`src/rtl/shiftreg_seq_ctrl.sv`:
```
// Word-to-bit-stream serialiser with valid/ready word intake and a downstream shift-enable stall.
// Optional even-parity trailer bit when SHIFTREG_SEQ_CTRL_PARITY_EN is defined.
module shiftreg_seq_ctrl #(
  parameter int unsigned WIDTH     = 4,
  parameter bit          MSB_FIRST = 1'b1
) (
  input  logic             clk,
  input  logic             clear,
  input  logic [WIDTH-1:0] din,
  input  logic             din_valid,
  output logic             din_ready,
  input  logic             shift_en,
  output logic             sout,
  output logic             sout_valid,
  output logic             sout_last,
  output logic             busy
);

`ifdef SHIFTREG_SEQ_CTRL_PARITY_EN
  localparam int unsigned NBITS = WIDTH + 1;
`else
  localparam int unsigned NBITS = WIDTH;
`endif
  localparam int unsigned CW = $clog2(NBITS);

  typedef enum logic {IDLE, SHIFT} state_t;

  state_t           state_q, state_d;
  logic [WIDTH-1:0] sreg_q, sreg_d;
  logic [CW-1:0]    cnt_q, cnt_d;
  logic             sout_q, sout_d;
  logic             valid_q, valid_d;
  logic             last_q, last_d;
  logic             accept;
`ifdef SHIFTREG_SEQ_CTRL_PARITY_EN
  logic             par_q, par_d;
`endif

  // cnt_q counts bits still to come after the one currently on sout;
  // the first bit is placed on sout at accept, so sreg holds only the remainder.
  always_comb begin
    state_d   = state_q;
    sreg_d    = sreg_q;
    cnt_d     = cnt_q;
    sout_d    = sout_q;
    valid_d   = valid_q;
    last_d    = last_q;
`ifdef SHIFTREG_SEQ_CTRL_PARITY_EN
    par_d     = par_q;
`endif
    din_ready = clear & ((state_q == IDLE) |
                         ((state_q == SHIFT) & (cnt_q == '0) & shift_en));
    accept    = din_valid & din_ready;

    if (accept) begin
      state_d = SHIFT;
      cnt_d   = CW'(NBITS - 1);
      valid_d = 1'b1;
      last_d  = 1'b0;
      if (MSB_FIRST) begin
        sout_d = din[WIDTH-1];
        sreg_d = {din[WIDTH-2:0], 1'b0};
      end else begin
        sout_d = din[0];
        sreg_d = {1'b0, din[WIDTH-1:1]};
      end
`ifdef SHIFTREG_SEQ_CTRL_PARITY_EN
      par_d = ^din;
`endif
    end else if ((state_q == SHIFT) && shift_en) begin
      if (cnt_q == '0) begin
        state_d = IDLE;
        sout_d  = 1'b0;
        valid_d = 1'b0;
        last_d  = 1'b0;
      end else begin
        cnt_d  = cnt_q - CW'(1);
        last_d = (cnt_q == CW'(1));
        if (MSB_FIRST) begin
          sout_d = sreg_q[WIDTH-1];
          sreg_d = {sreg_q[WIDTH-2:0], 1'b0};
        end else begin
          sout_d = sreg_q[0];
          sreg_d = {1'b0, sreg_q[WIDTH-1:1]};
        end
`ifdef SHIFTREG_SEQ_CTRL_PARITY_EN
        if (cnt_q == CW'(1)) sout_d = par_q;
`endif
      end
    end
  end

  always_ff @(posedge clk) begin
    if (!clear) begin
      state_q <= IDLE;
      sreg_q  <= '0;
      cnt_q   <= '0;
      sout_q  <= 1'b0;
      valid_q <= 1'b0;
      last_q  <= 1'b0;
`ifdef SHIFTREG_SEQ_CTRL_PARITY_EN
      par_q   <= 1'b0;
`endif
    end else begin
      state_q <= state_d;
      sreg_q  <= sreg_d;
      cnt_q   <= cnt_d;
      sout_q  <= sout_d;
      valid_q <= valid_d;
      last_q  <= last_d;
`ifdef SHIFTREG_SEQ_CTRL_PARITY_EN
      par_q   <= par_d;
`endif
    end
  end

  assign sout       = sout_q;
  assign sout_valid = valid_q;
  assign sout_last  = last_q;
  assign busy       = (state_q != IDLE);

endmodule

```
`config.mk`:
```
export PLATFORM = sky130hd
export DESIGN_NAME = shiftreg_seq_ctrl
export DESIGN_NICKNAME = d
export VERILOG_FILES = /design/src/rtl/shiftreg_seq_ctrl.sv
export SDC_FILE = /design/constraint.sdc
export NUM_CORES = 1
export LEC_CHECK = 0
export ABC_CLOCK_PERIOD_IN_PS = 2700
export CAP_MARGIN = 30
export CORE_AREA = 4 4 41 43
export DETAILED_ROUTE_END_ITERATION = 8
export DIE_AREA = 0 0 45 47
export PLACE_DENSITY_LB_ADDON = 0.12
export SLEW_MARGIN = 40
export SYNTH_ARGS = -nofsm -noshare
export SYNTH_HDL_FRONTEND = slang
export SYNTH_SLANG_ARGS = --single-unit
```
`constraint.sdc`:
```
create_clock -name clk -period 2.7 [get_ports clk]
set_input_delay 0.81 -clock clk [delete_from_list [all_inputs] [get_ports clk]]
set_output_delay 0.81 -clock clk [all_outputs]
set_load 0.03 [all_outputs]
```
**I/O pins on the die edge**

Pins as bars across the die edge, other pins in gray.
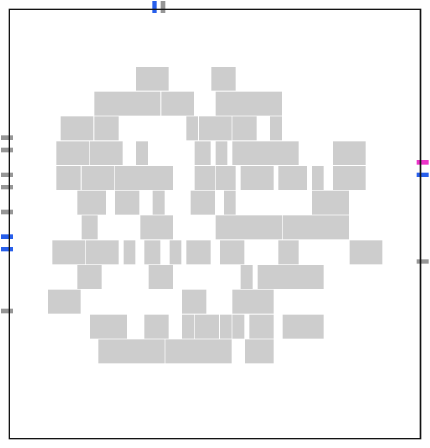
Key: blue = din [pins 4, direction input, edge 2 left, 1 top, 1 right]; magenta = sout [pins 1, direction output, edge right]
All pins by edge: 8 left, 3 right, 2 top.

==> run_results.csv <==
group,metric,value,unit
final_layout,dominant-cell-class,"multi-input combinational cells",
detailed_routing,post_drt_via_cell_ratio,5.152,
yosys,post_synth_instance_area,446.7,um2
floorplan,chipWidth,45,um
yosys,synth-adder-area-share,0.05602,
cts,clk_latency,0.25,ns
power,power.share.switching,0.2847,
final_timing,number_of_slew_limit_violations_in_the_final_report,0,
final_layout,syn2layout_area_growth,36.13,%
setup_path,critical_path_arrival,1.78,ns
final_layout,numSequentialCells,8,
final_layout,multi_input_comb_cells,35,
power,leakagePower,0.2517,nW
setup_path,cp-start-kind,"input port",
setup_path,timing.critical_path.required,1.89,ns
final_layout,antenna_cells_inserted,0,
setup_path,worst-path-max-fanout,3,
setup_path,worst_setup_path_end_kind,"output port",
final_layout,mi_logic_area,259.0,um2
global_route,global_route.overflow_total,0,
global_route,global_route_wire_length_before_repair,1511,um
setup_path,cpMaxStageDelayCell,"sky130_fd_sc_hd__clkdlybuf4s50_1",
yosys,synthDistinctLibCells,29,
yosys,yosys_warnings,0,
yosys,ys_top_cells_by_area,"sky130_fd_sc_hd__dfxtp_1 36%, sky130_fd_sc_hd__nand2_1 5.9%, sky130_fd_sc_hd__ha_1 5.6%",
final_layout,n_all_inverters,4,
global_route,grt.met1_usage,0.1256,
yosys,synth_cells,49,
detailed_routing,m1_wire_length,421,um
setup_path,crit_family,"buffers and inverters",
final_layout,flop_area,160.2,um2
final_layout,reg.largest.list,"sreg_q x3, cnt_q x2",
yosys,synthMostInstantiatedCell,"sky130_fd_sc_hd__dfxtp_1",
final_layout,largest_register_ff_count,3,
final_layout,seq_share,0.2634,
global_route,gr-max-usage-layer,"met2",
cts,cts_hold_buf,0,
cts,clk_path_buf_depth,2,
detailed_routing,drtIter0Drc,4,
place,io_buffers,12,
final_timing,maxSlewHeadroom,0.7941,
setup_path,kind_of_critical_path,"input port to output port",
yosys,edf_count,0,
floorplan,starting_utilization_of_the_core_area,0.3433,
cts,clock_tree.root_cell,"sky130_fd_sc_hd__clkbuf_4",
cts,cts_htree_levels,1,
final_layout,buffers_excl_clock,14,
place,placed_cell_areas,585.6,um2
final_timing,timing.clock.skew,0.002536,ns
yosys,avgSynthCellArea,9.116,um2
final_timing,fin_setup_tns,0,ns
yosys,ys_cells,49,
outcome,outcome,"finished clean",
yosys,top_area_frac,0.3585,
yosys,floorplan.nets,59,
floorplan,placeableCoreArea,1301,um2
final_layout,layout.filler_cells,144,
job,maxCapViolCount,0,
place,dpl_worst_slack,0.1075,ns
place,globalplace.congestion,0.6852,
final_layout,drive_above_1_share,0.2031,
cts,post_cts_resized,0,
detailed_routing,vias,407,
power,cellPowerDensity,504.2,nW/um2
global_route,grt_max_degree,10,
floorplan,chip_area,2115,um2
place,hpwl,655.4,um
yosys,synth.ff_latch_count,8,
global_route,first_global_vias,367,
final_timing,grt_setup_unrepaired,"false",
detailed_routing,route.detailed.wl_per_inst,11.22,um
final_layout,clock_network_contribution_to_total_cell_area,0.03704,
cts,cts_tree,"built",
floorplan,row_count,13,
detailed_routing,met2RoutedLength,364,um
yosys,yosys-top-cells-count,"8 x sky130_fd_sc_hd__dfxtp_1, 7 x sky130_fd_sc_hd__nand2_1, 3 x sky130_fd_sc_hd__a21boi_1, 3 x sky130_fd_sc_hd__inv_1",
power,combPwrFrac,0.265,
detailed_routing,drc_errors,0,
power,internal-power,0.2193,mW
detailed_routing,topRoutingLayerUsed,"met4",
yosys,yosys_xor_share,0.01961,
final_timing,maximum_frequency_from_static_timing_analysis,386.3,MHz
yosys,ys_seq_share,0.3585,
yosys,ys_sh_aoi,0.2325,
detailed_routing,ant_nets,0,
**Clock distribution**

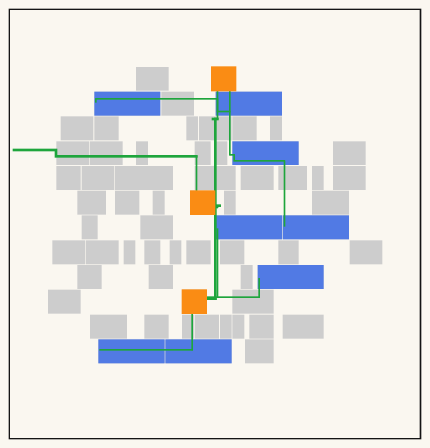
Key: orange = cells driving clock nets [count 3]; blue = flip-flops [count 8]; green = clock wires [length 122 um]
There are 4 routed clock nets.

worst paths after layout:
check | start | end | slack [ns] | cells after the start
max | shift_en | din_ready | 0.11 | 4
min reg2reg | sreg_q[2]$_SDFFE_PN0P_ | sreg_q[2]$_SDFFE_PN0P_ | 0.49 | 2
min | sreg_q[2]$_SDFFE_PN0P_ | sreg_q[2]$_SDFFE_PN0P_ | 0.49 | 2
max reg2reg | cnt_q[0]$_SDFFE_PN0P_ | sout$_SDFFE_PN0P_ | 1.24 | 6
power groups by stage:
stage	clock, mW	sequential, mW	combinational, mW
after global routing	0.0992	0.135	0.0899
after global placement	0	0.137	0.0817
after floorplan	0	0.140	0.0477
after detailed placement	0	0.137	0.0821
after CTS	0.0956	0.134	0.0824
final	0.0911	0.134	0.0813
No activity file was given, so power comes from the tool's default toggle rates.
